**Run 1: sizing map**

Scale: 4 px per um.
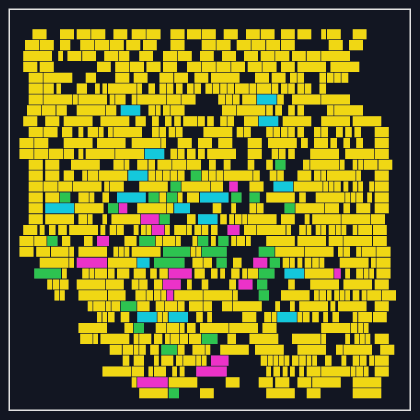
**Run 1: gate families picked out**

Scale: 4 px per um.
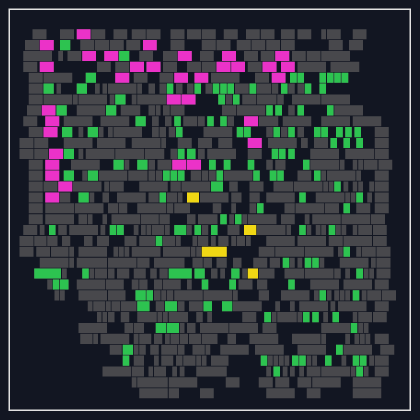
**Run 1: clock routing**

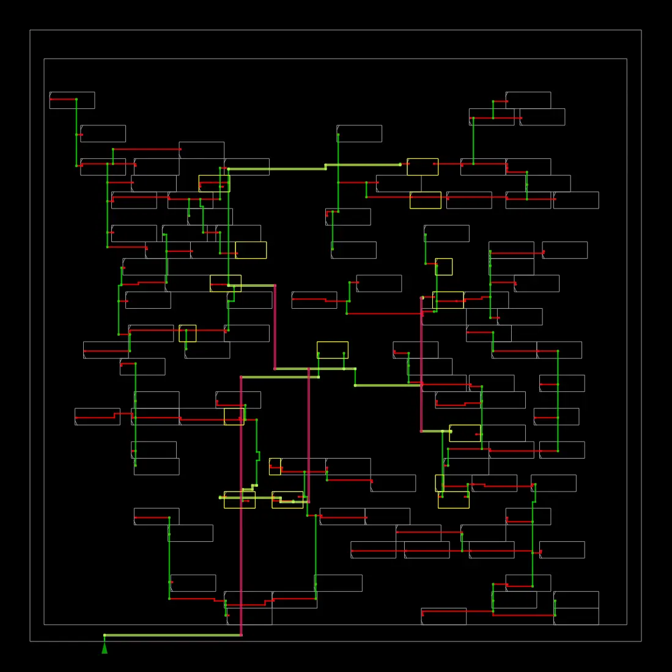
**src/rtl/hpi_bus_arbiter.sv**
```systemverilog
// hpi_bus_arbiter: shares the CY7C67200 HPI port between two requesters.
// Round-robin grant; each 16-bit access becomes an ADDRESS write then a
// DATA access. Also holds the chip in hardware reset after system reset.
//
// Ports:
//   clk, reset         rising-edge clock, synchronous active-high reset
//   reqN_valid/ready   request handshake (transfer on valid & ready)
//   reqN_write         1 = write, 0 = read
//   reqN_addr/wdata    controller memory address and write data
//   rsp_valid[1:0]     one-cycle completion pulse, bit n = requester n
//   rsp_data           read data, valid with rsp_valid
//   hpi_addr           register select (00 DATA, 10 ADDRESS)
//   hpi_cs/r/w/reset   active-low pin levels
//   hpi_data_out/oe    pad write data and output enable
//   hpi_data_in        pad read data
module hpi_bus_arbiter #(
    parameter int STROBE_CYCLES  = 2,
    parameter int RECOVER_CYCLES = 2,
    parameter int RST_CYCLES     = 16
) (
    input  logic        clk,
    input  logic        reset,
    input  logic        req0_valid,
    input  logic        req0_write,
    input  logic [15:0] req0_addr,
    input  logic [15:0] req0_wdata,
    output logic        req0_ready,
    input  logic        req1_valid,
    input  logic        req1_write,
    input  logic [15:0] req1_addr,
    input  logic [15:0] req1_wdata,
    output logic        req1_ready,
    output logic [1:0]  rsp_valid,
    output logic [15:0] rsp_data,
    output logic [1:0]  hpi_addr,
    output logic        hpi_cs,
    output logic        hpi_r,
    output logic        hpi_w,
    output logic        hpi_reset,
    output logic [15:0] hpi_data_out,
    output logic        hpi_oe,
    input  logic [15:0] hpi_data_in
);

    typedef enum logic [2:0] {
        INIT,
        IDLE,
        SETUP,
        STROBE,
        HOLD,
        RECOVER,
        DONE
    } state_t;

    state_t      state;
    logic [15:0] cnt;
    logic        phase_b;
    logic        last_grant;
    logic        lat_write;
    logic        lat_id;
    logic [15:0] lat_addr;
    logic [15:0] lat_wdata;
    logic [15:0] cap;

    logic idle;
    logic grant0;
    logic grant1;

    // last_grant = 1 means requester 1 won last, so requester 0 wins a tie.
    assign idle   = (state == IDLE);
    assign grant0 = req0_valid & (~req1_valid | last_grant);
    assign grant1 = req1_valid & (~req0_valid | ~last_grant);

    assign req0_ready = idle & grant0;
    assign req1_ready = idle & grant1;

    always_ff @(posedge clk) begin
        rsp_valid <= 2'b00;
        if (reset) begin
            state        <= INIT;
            cnt          <= 16'd0;
            phase_b      <= 1'b0;
            last_grant   <= 1'b1;
            lat_write    <= 1'b0;
            lat_id       <= 1'b0;
            lat_addr     <= 16'd0;
            lat_wdata    <= 16'd0;
            cap          <= 16'd0;
            rsp_data     <= 16'd0;
            hpi_addr     <= 2'b00;
            hpi_cs       <= 1'b1;
            hpi_r        <= 1'b1;
            hpi_w        <= 1'b1;
            hpi_reset    <= 1'b0;
            hpi_data_out <= 16'd0;
            hpi_oe       <= 1'b0;
        end else begin
            unique case (state)
                INIT: begin
                    if (cnt == 16'(RST_CYCLES - 1)) begin
                        cnt       <= 16'd0;
                        hpi_reset <= 1'b1;
                        state     <= IDLE;
                    end else begin
                        cnt <= cnt + 16'd1;
                    end
                end
                IDLE: begin
                    if (grant0 | grant1) begin
                        lat_id     <= grant1;
                        last_grant <= grant1;
                        lat_write  <= grant1 ? req1_write : req0_write;
                        lat_addr   <= grant1 ? req1_addr  : req0_addr;
                        lat_wdata  <= grant1 ? req1_wdata : req0_wdata;
                        phase_b    <= 1'b0;
                        state      <= SETUP;
                        // Phase A drives the address register write.
                        hpi_cs       <= 1'b0;
                        hpi_addr     <= 2'b10;
                        hpi_oe       <= 1'b1;
                        hpi_data_out <= grant1 ? req1_addr : req0_addr;
                    end
                end
                SETUP: begin
                    cnt   <= 16'd0;
                    state <= STROBE;
                    if (phase_b && !lat_write) begin
                        hpi_r <= 1'b0;
                    end else begin
                        hpi_w <= 1'b0;
                    end
                end
                STROBE: begin
                    if (cnt == 16'(STROBE_CYCLES - 1)) begin
                        state <= HOLD;
                        hpi_r <= 1'b1;
                        hpi_w <= 1'b1;
                        if (phase_b && !lat_write) begin
                            cap <= hpi_data_in;
                        end
                    end else begin
                        cnt <= cnt + 16'd1;
                    end
                end
                HOLD: begin
                    cnt          <= 16'd0;
                    state        <= RECOVER;
                    hpi_cs       <= 1'b1;
                    hpi_oe       <= 1'b0;
                    hpi_data_out <= 16'd0;
                end
                RECOVER: begin
                    if (cnt == 16'(RECOVER_CYCLES - 1)) begin
                        cnt <= 16'd0;
                        if (!phase_b) begin
                            phase_b  <= 1'b1;
                            state    <= SETUP;
                            hpi_cs   <= 1'b0;
                            hpi_addr <= 2'b00;
                            if (lat_write) begin
                                hpi_oe       <= 1'b1;
                                hpi_data_out <= lat_wdata;
                            end
                        end else begin
                            state     <= DONE;
                            rsp_valid <= lat_id ? 2'b10 : 2'b01;
                            if (!lat_write) begin
                                rsp_data <= cap;
                            end
                        end
                    end else begin
                        cnt <= cnt + 16'd1;
                    end
                end
                DONE: begin
                    state <= IDLE;
                end
                default: begin
                    state <= INIT;
                end
            endcase
        end
    end

endmodule

```
**config.mk**
```make
export PLATFORM = sky130hd
export DESIGN_NAME = hpi_bus_arbiter
export DESIGN_NICKNAME = d
export VERILOG_FILES = /design/src/rtl/hpi_bus_arbiter.sv
export SDC_FILE = /design/constraint.sdc
export NUM_CORES = 1
export LEC_CHECK = 0
export CAP_MARGIN = 25
export CORE_MARGIN = 2
export CORE_UTILIZATION = 48
export CTS_CLUSTER_DIAMETER = 50
export CTS_CLUSTER_SIZE = 40
export DETAILED_ROUTE_END_ITERATION = 8
export PLACE_DENSITY = 0.81
export SETUP_SLACK_MARGIN = 0.15
export SLEW_MARGIN = 20
export SYNTH_ARGS = -nofsm -noshare
export SYNTH_HDL_FRONTEND = slang
export SYNTH_SLANG_ARGS = --single-unit
```
**constraint.sdc**
```tcl
create_clock -name clk -period 2.24 [get_ports clk]
set_input_delay 0.336 -clock clk [delete_from_list [all_inputs] [get_ports clk]]
set_output_delay 0.336 -clock clk [all_outputs]
set_load 0.01 [all_outputs]
```
==> GITHUB_STEP_SUMMARY, run 1 <==
### Flow metrics

| Metric | Value |
|---|---|
| Post-detailed-route count of antenna-violating nets | `0` |
| Arrival time at the worst endpoint | `roughly 2300 ps` |
| Fillcell total | `711` |
| Combinational Power Share | `0.126` |
| Flops after synth | `roughly 95` |
| Met3 Usage GRT | `0.0376` |
| Drt first-iter violations | `364` |
| Syn Std Cell Area | `roughly 4400 um2` |
| Status | `completed` |
| MaxCap Viol Count | `0` |
| Core area | `about 9000 um2` |
| Peak supply drop | `approximately 0.33 mV` |
| Cts-stage hold buffer count | `0` |
| Inst Count DP | `approximately 760` |
| Top cell category | `logic gates` |
| Ys cells | `~550` |
| GR Util met2 | `0.392` |
| Max incr delay on CP | `roughly 600 ps` |
| Synthesized net count | `between 600 and 700` |
| Vias | `roughly 4300` |
| Delay-heaviest family, CP | `simple AND/OR/NAND/NOR gates` |
| CTS tree | `done` |
| NonClk Buf Share | `0.242` |
| FP Core Util | `0.501` |
| Post-synth EDFFs | `0` |
| Met1 Usage GRT | `0.332` |
| Post-synth top area share | `0.431` |
| Worst slew margin | `0.581` |
| Count leader, synth | `dfxtp_1` |
| Cells after synthesis | `approximately 550` |
| Largest power group | `registers` |
| Slowest CP cell | `or4_4` |
Notes on 'sizing map' above:
legend:
  magenta:
    size: _2 cells
    cells: 16
    most_used: dfxtp_2
  yellow:
    size: _0 and _1 cells
    cells: 610
    most_used: clkdlybuf4s50_1
  green:
    size: _3 and _4 cells
    cells: 30
    most_used: buf_4
  cyan:
    size: _6 and larger
    cells: 16
    most_used: clkbuf_8
Final Cell Area: 6100 um2
Worst Slack Setup Final: 222 ps
area grow syn2layout: 38.2%

Notes on 'gate families picked out' above:
legend:
  green:
    family: aoi and oai cells
    cells: 130
    most_used: a21oi_1
  magenta:
    family: mux cells
    cells: 33
    most_used: mux2i_1
  yellow:
    family: non-inverting ao/oa cells
    cells: 4
    where: center
Comb area share: 0.390
dominant logic cell type in the layout: clkdlybuf4s50_1
Non-Filler Instances: 780

Notes on 'clock routing' above:
Worst Skew: 11.0 ps
Clk power: 1.06 mW
sequential cell count: 95
TritonCTS Buffers: 9
CTS Sinks: 95

==> run 1: per-layer routing <==
metal / vias to the layer above / share of wire
li1: 2162 / -
met1: 2011 / 0.45
met2: 160 / 0.48
met3: 11 / 0.065
met4: 0 / 0.010
met5: - / 0
==> run 1: worst paths after layout <==
path | slack (ps) | cells past startpoint | to
max | 220 | 6 | hpi_data_out[15]
min | 390 | 2 | hpi_reset
max reg2reg | 220 | 6 | hpi_data_out[15]
min reg2reg | 450 | 2 | rsp_data[3]
==> run 1: cells by family after synthesis <==
group                    count (synthesis)  synth area share
flip-flops                              95             0.431
multiplexers                            33            0.0748
adder cells (fa/ha/maj)                  2           0.00567
AND/OR/NAND/NOR                        222             0.240
AND-OR/OR-AND                          134             0.174
other                                    1          0.000850
buffers and inverters                   47            0.0476
XOR/XNOR                                13            0.0258
**Run 1: nets reached from selected ports**

Scale: 4 px per um.
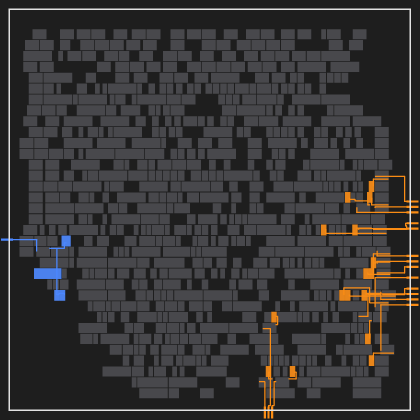

==> run 1 -> run 2 <==
--- a/config.mk
+++ b/config.mk
@@ -11,8 +11,10 @@
 export CTS_CLUSTER_DIAMETER = 50
 export CTS_CLUSTER_SIZE = 40
 export DETAILED_ROUTE_END_ITERATION = 8
+export GPL_ROUTABILITY_DRIVEN = 0
 export PLACE_DENSITY = 0.81
 export SETUP_SLACK_MARGIN = 0.15
+export SKIP_LAST_GASP = 1
 export SLEW_MARGIN = 20
 export SYNTH_ARGS = -nofsm -noshare
 export SYNTH_HDL_FRONTEND = slang
**Run 2: nets reached from selected ports**

Scale: 4 px per um.
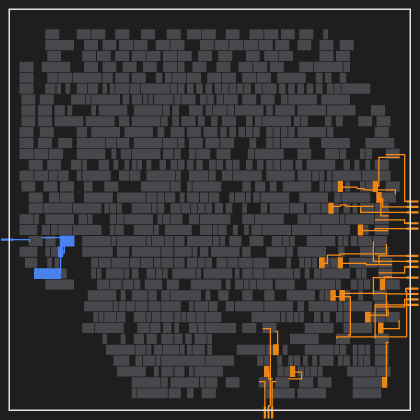
legend:
  blue:
    port: req0_valid
    direction: input
    end_cells: 4
    buffers: 1
    wire: 22.7 um
  orange:
    port: hpi_data_in
    direction: input
    end_cells: 16
    buffers: 16
    wire: 360 um
IO Pins: 129
I/O Buffers: 127

==> run 2 against run 1 <==
Clock skew fell by 2.3 ps. Via count rose by 0.62%. Synthesized cell count did not move. Largest cell class unchanged.
==> GITHUB_STEP_SUMMARY, run 2 <==
### Flow metrics

| Metric | Value |
|---|---|
| Status | `completed` |
| Flops after synth | `between 90 and 100` |
| Largest power group | `registers` |
| Clk power | `about 1.1 mW` |
| Combinational Power Share | `0.124` |
| Syn Std Cell Area | `about 4400 um2` |
| Worst Skew | `8.68 ps` |
| Inst Count DP | `761` |
| Worst Slack Setup Final | `between 200 and 250 ps` |
| WL met3 | `between 700 and 800 um` |
| Max incr delay on CP | `between 500 and 600 ps` |
| Cell Pwr Density | `528 nW/um2` |
| Capture point of the worst reg-to-reg path | `hpi_data_out[14]` |
| Ys cells | `roughly 550` |
| Met1 Usage GRT | `0.323` |
| Residual DRC | `0` |
| Worst-case hold path end point | `last_grant` |
| Fillcell total | `slightly below 700` |
| Drt first-iter violations | `between 300 and 400` |
| Cell depth of the worst flop-to-flop path | `6` |
| Worst Hold Depth | `3` |
| Arrival time at the worst endpoint | `between 2000 and 2500 ps` |
| Slowest CP cell | `or4_4` |
| Non-Filler Instances | `a little under 800` |
| Peak supply drop | `approximately 0.33 mV` |
| Post-DP HPWL | `approximately 8800 um` |
| Core area | `~8800 um2` |
| CTS tree | `done` |
| Post-detailed-route count of antenna-violating nets | `0` |
| Cts-stage hold buffer count | `0` |
| MaxCap Viol Count | `0` |
| GR Util met2 | `0.388` |
| TritonCTS Buffers | `9` |
| Wl on met1 | `5320 um` |
| Count leader, synth | `dfxtp_1` |
| CTS Sinks | `~95` |
| Vias | `approximately 4400` |
| Uppermost layer routed | `met4` |
| Critical path destination | `hpi_data_out[14]` |
| Delay-heaviest family, CP | `simple AND/OR/NAND/NOR gates` |
| Cells after synthesis | `between 500 and 600` |
| WL met2 | `5820 um` |
| Dominant logic cell type in the layout | `clkdlybuf4s50_1` |
**Run 2: sizing map**

Scale: 4 px per um.
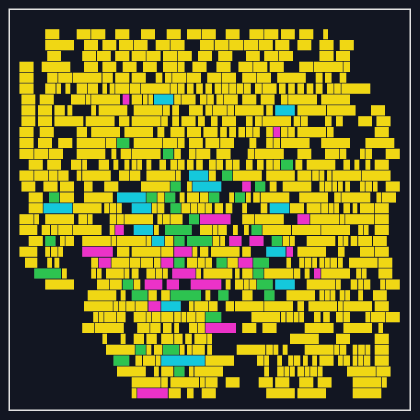
legend:
  magenta:
    size: _2 cells
    cells: 22
    most_used: dfxtp_2
  green:
    size: _3 and _4 cells
    cells: 35
    most_used: buf_4
  cyan:
    size: _6 and larger
    cells: 14
    most_used: clkbuf_8
  yellow:
    size: _0 and _1 cells
    cells: 605
    most_used: clkdlybuf4s50_1
Final Cell Area: 6150 um2
area grow syn2layout: 39.3%

run 2: cell types whose count changed in the layout (fill, tap and decap cells not counted), sizes merged:
cell,delta
buf,+4
clkinv,+4
dlymetal6s2s,+1
clkinvlp,-2
clkbuf,-3
bufinv,+1
clkdlybuf4s50,-1
run 2: cell families after synthesis:
logic type,count (synthesis),share of synthesized area
DFF,95,0.431
other,1,0.000850
muxes,33,0.0748
and+or+nand+nor,222,0.240
buffers and inverters,47,0.0476
adders and majority gates,2,0.00567
xor gates and xnor gates,13,0.0258
AOI/OAI and AO/OA,134,0.174
run 2: cell type report:
class,count,share of cell area
flip-flops and latches,95,0.310
multi-input cells,405,0.387
clock inverters,7,0.0116
well taps,108,0.0220
inverters,7,0.00427
clock buffers,9,0.0201
repair buffers,153,0.244
Power is estimated from default activity; no workload was simulated.
